**Run 1: PDN straps and rails**

Scale bar: 20 µm. Pins as bars on the die edge. Tap cells in gray.
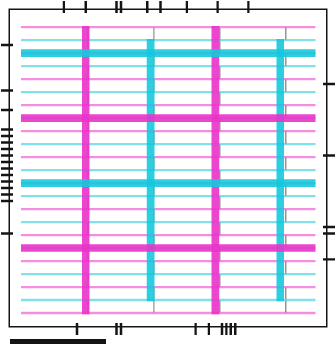
**Run 1: placed cells, one color a class**

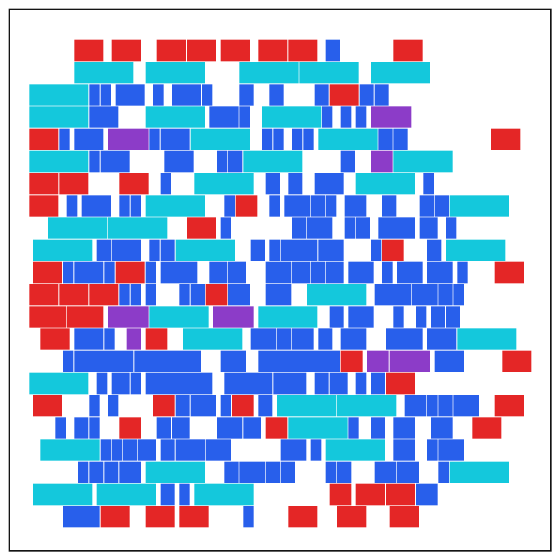
**Run 1: clock distribution**

Scale bar: 20 µm.
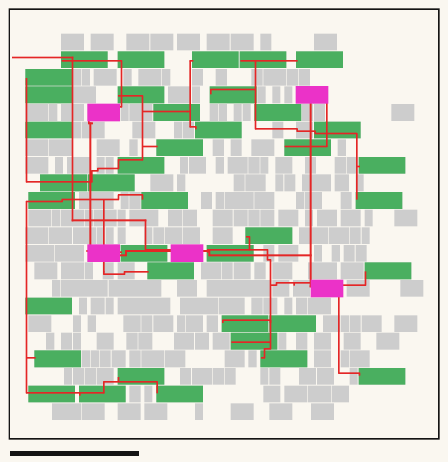
**Run 1: wiring by layer**

Scale bar: 20 µm. Two of the layers only.
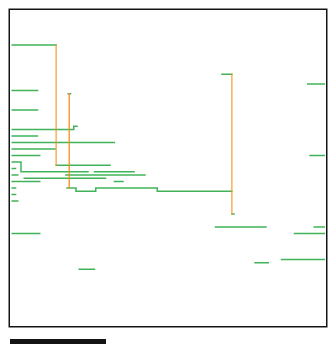
Design core_scheduler, sky130hd; sources not shown.
==> CHANGELOG.md, run 1 <==
### Metrics

* Invs w/o clock at 7
* Filler Cells Inserted at 313
* Power Sequential at 478 µW
* Final hold viol count at 0
* # setup viols final at 0
* Global-route met2 utilization at 33.63%
* Chip Area, Yosys at slightly below 2000 µm²
* Clock-pin slew on the worst setup and hold paths at 0.08 ns
* Die area at roughly 4400 µm²
* Asr flop ratio synth at 0%
* Nature of the critical path endpoint: flop
* Flop count at 39
* Comb/total area at 44.18%
* Hold WC Path Type: flop to flop
* Via density at 5.295
* Post-CTS Resized at 2
* Crit path max-delay family: adder cells
* CP arrival at 3.15 ns
* Met3 WL post-DR at roughly 240 µm
* Share of power burned in registers at 51.9%
* CTS Buf Count at 5
* CP Launch Type: flop
* Clk buf depth at 2
* Adder Area Share at 6.222%
* TritonCTS clock tree: yes
* Max-slew violation count at 0
* DRC viols at 0
* Top cell area share at between 30% and 40%
* Status: finished clean
* Count of input and output buffers at 38
About 'PDN straps and rails':
Key: cyan = VDD; magenta = VSS
23 met1 rails follow the rows. The core has 22 rows. 4 straps on met5. 48 tap cells. 4 straps on met4.
core area: 3689 µm²
Die Wd: 66.16 µm

About 'placed cells, one color a class':
Key: purple = clock drivers and dummy loads [cells 8]; blue = all other logic [cells 179]; cyan = flip-flops [cells 39]; red = other buffers and delay cells [cells 48]
flop share of the area: 30.77%
post-route cell area: 2537 µm²
number of core rows: 22
Util after Layout: 68.79%

About 'clock distribution':
Key: red = clock wires [length 479 µm]; green = flip-flops [count 39]; magenta = cells driving clock nets [count 5]
Position of the flops: all over the die.
Clk Latency, worst-skew pair: 0.30 ns
clock power share: 33.9%
Clk. pwr: 313 µW

About 'wiring by layer':
Key: orange = met4 [wire length 74.1 µm]; green = met3 [wire length 243 µm]
drt wl/cell: 13.30 µm
DRT Wirelength: 4.284 mm

==> run 2: changes to the inputs <==
--- a/config.mk
+++ b/config.mk
@@ -11,7 +11,6 @@
 export DETAILED_ROUTE_END_ITERATION = 10
 export GPL_TIMING_DRIVEN = 1
 export PLACE_DENSITY_LB_ADDON = 0.3
-export SLEW_MARGIN = 40
 export SYNTH_ARGS = -nofsm -noshare
 export SYNTH_HDL_FRONTEND = slang
 export SYNTH_SLANG_ARGS = --single-unit
==> constraint.sdc (replaced) <==
create_clock -name clk -period 3.39 [get_ports clk]
set_clock_uncertainty 0.1 [all_clocks]
set_input_delay 0.5085 -clock clk [delete_from_list [all_inputs] [get_ports clk]]
set_output_delay 0.5085 -clock clk [all_outputs]
set_load 0.05 [all_outputs]
**Run 2: PDN straps and rails**

Scale bar: 20 µm. Pins as bars on the die edge. Tap cells in gray.
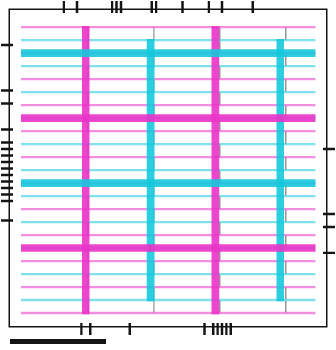
Key: cyan = VDD; magenta = VSS
4 straps on met4. 48 tap cells. 39 signal pins sit on the boundary. 23 met1 rails follow the rows.
worst vdd ir: 0.0002867 V
Die H: 66.16 µm

**Run 2: clock routing**

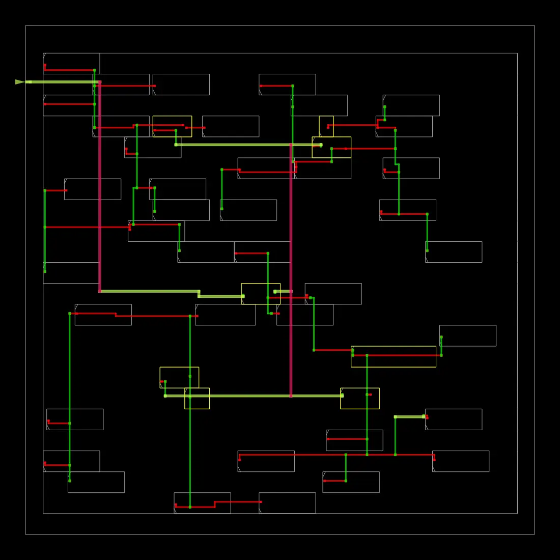
CLK BUF: 5
Clk. pwr: 396 µW

==> CHANGELOG.md, run 2 <==
### Metrics

* Invs w/o clock at 7
* Comb/total area at between 40 and 50%
* Share of power burned in registers at 47.2%
* Status: finished clean
* TritonCTS clock tree: yes
* Sequential cell area at around 800 µm²
* Flop count at 39
* Max-slew violation count at 0
* Number of core rows at 22
* Post-CTS Resized at 10
* DRC viols at 0
* Die Wd at 66.16 µm
* Filler Cells Inserted at 304
* Die area at about 4400 µm²
* CTS Buf Count at 5
* Util after Layout at between 60% and 70%
* Clock-pin slew on the worst setup and hold paths at about 0.09 ns
* Global-route met2 utilization at 34.63%
* Clk Latency, worst-skew pair at 0.30 ns
* Top cell area share at around two fifths
* DRT Wirelength at 4.380 mm
* Clock power share at 39.0%
* Via density at about 5.4
* Asr flop ratio synth at 0%
* Post-route cell area at 2554 µm²
* Crit path max-delay family: adder cells
* Met3 WL post-DR at ~220 µm
* # setup viols final at 0
* Hold WC Path Type: flop to flop
* CP arrival at 3.23 ns
* Chip Area, Yosys at 1971 µm²
==> run 3: changes to the inputs <==
--- a/config.mk
+++ b/config.mk
@@ -11,6 +11,8 @@
 export DETAILED_ROUTE_END_ITERATION = 10
 export GPL_TIMING_DRIVEN = 1
 export PLACE_DENSITY_LB_ADDON = 0.3
+export RECOVER_POWER = 100
+export SLEW_MARGIN = 20
 export SYNTH_ARGS = -nofsm -noshare
 export SYNTH_HDL_FRONTEND = slang
 export SYNTH_SLANG_ARGS = --single-unit
==> constraint.sdc (replaced) <==
create_clock -name clk -period 3.3 [get_ports clk]
set_clock_uncertainty 0.1 [all_clocks]
set_input_delay 0.495 -clock clk [delete_from_list [all_inputs] [get_ports clk]]
set_output_delay 0.495 -clock clk [all_outputs]
set_load 0.05 [all_outputs]
**Run 3: wiring by layer**

Scale bar: 20 µm. Two of the layers only.
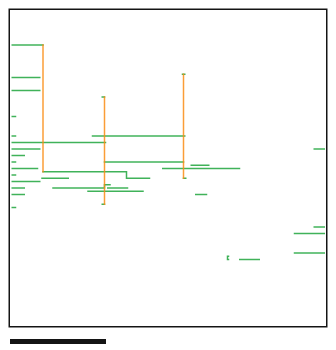
Key: green = met3 [wire length 204 µm]; orange = met4 [wire length 70.7 µm]
DR vias: 1,744
drt wl/cell: 14.45 µm
Tot GR Track Use: 23.55%
DRT Wirelength: 4.666 mm

**Run 3: clock routing**

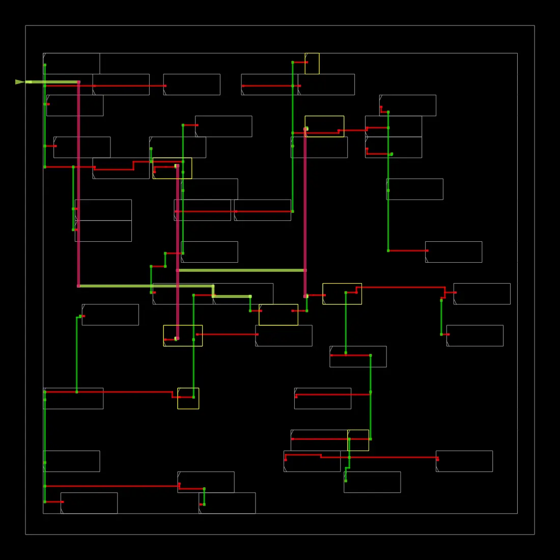
flop count: 39
CTS Buf Count: 5
Clk Latency, worst-skew pair: 0.29 ns
Clk. pwr: 326 µW

==> CHANGELOG.md, run 3 <==
### Metrics

* Status: finished clean
* Sequential cell area at between 700 and 800 µm²
* Power per cell area at 377.0 nW/µm²
* DRC viols at 0
* Largest net degree at the start of global routing at 18
* Main synth FF type: dfxtp_1
* Die area at 4377 µm²
* Crit path max-delay family: adder cells
* Worst vdd ir at between 0.0002 and 0.0003 V
* Count of input and output buffers at 38
* Flop share of the area at a little under a third
* CP Launch Type: flop
* CP Depth at 11
* Setup TNS at 0 ns
* Die Wd at 66.16 µm
* Post-route cell area at between 2000 and 3000 µm²
* Clock-pin slew on the worst setup and hold paths at 0.08 ns
* Hold WC Path Type: flop to flop
* Final hold viol count at 0
* Final setup margin at 0.1570 ns
* Number of core rows at 22
* Chip Area, Yosys at 1971 µm²
* Asr flop ratio synth at 0%
* Global-route met2 utilization at 38.00%
* Filler Cells Inserted at between 300 and 400
* Adder Area Share at 6.222%
* Via density at 5.399
* Comb power at roughly 150 µW
* Nature of the critical path endpoint: flop
* Clock power share at around a third
* Top cell area share at 39.62%
* Max-slew violation count at 0
* Clk buf depth at 2
* Post-CTS Resized at 10
* Mapped cell area at 1971 µm²
* Comb/total area at 44.69%
* CP arrival at about 3.2 ns
* Max reg flops at 16
* Core area at 3689 µm²
* # Cells Yosys at between 200 and 250
* R2r setup slk at 0.16 ns
* # setup viols final at 0
* Share of power burned in registers at 50.8%
* TritonCTS clock tree: yes
* Invs w/o clock at 7
* Die H at 66.16 µm
* Synth top cell by count: dfxtp_1
* Power Sequential at 492 µW
* Synthesized registers at 39
Power is estimated from default activity; no workload was simulated.
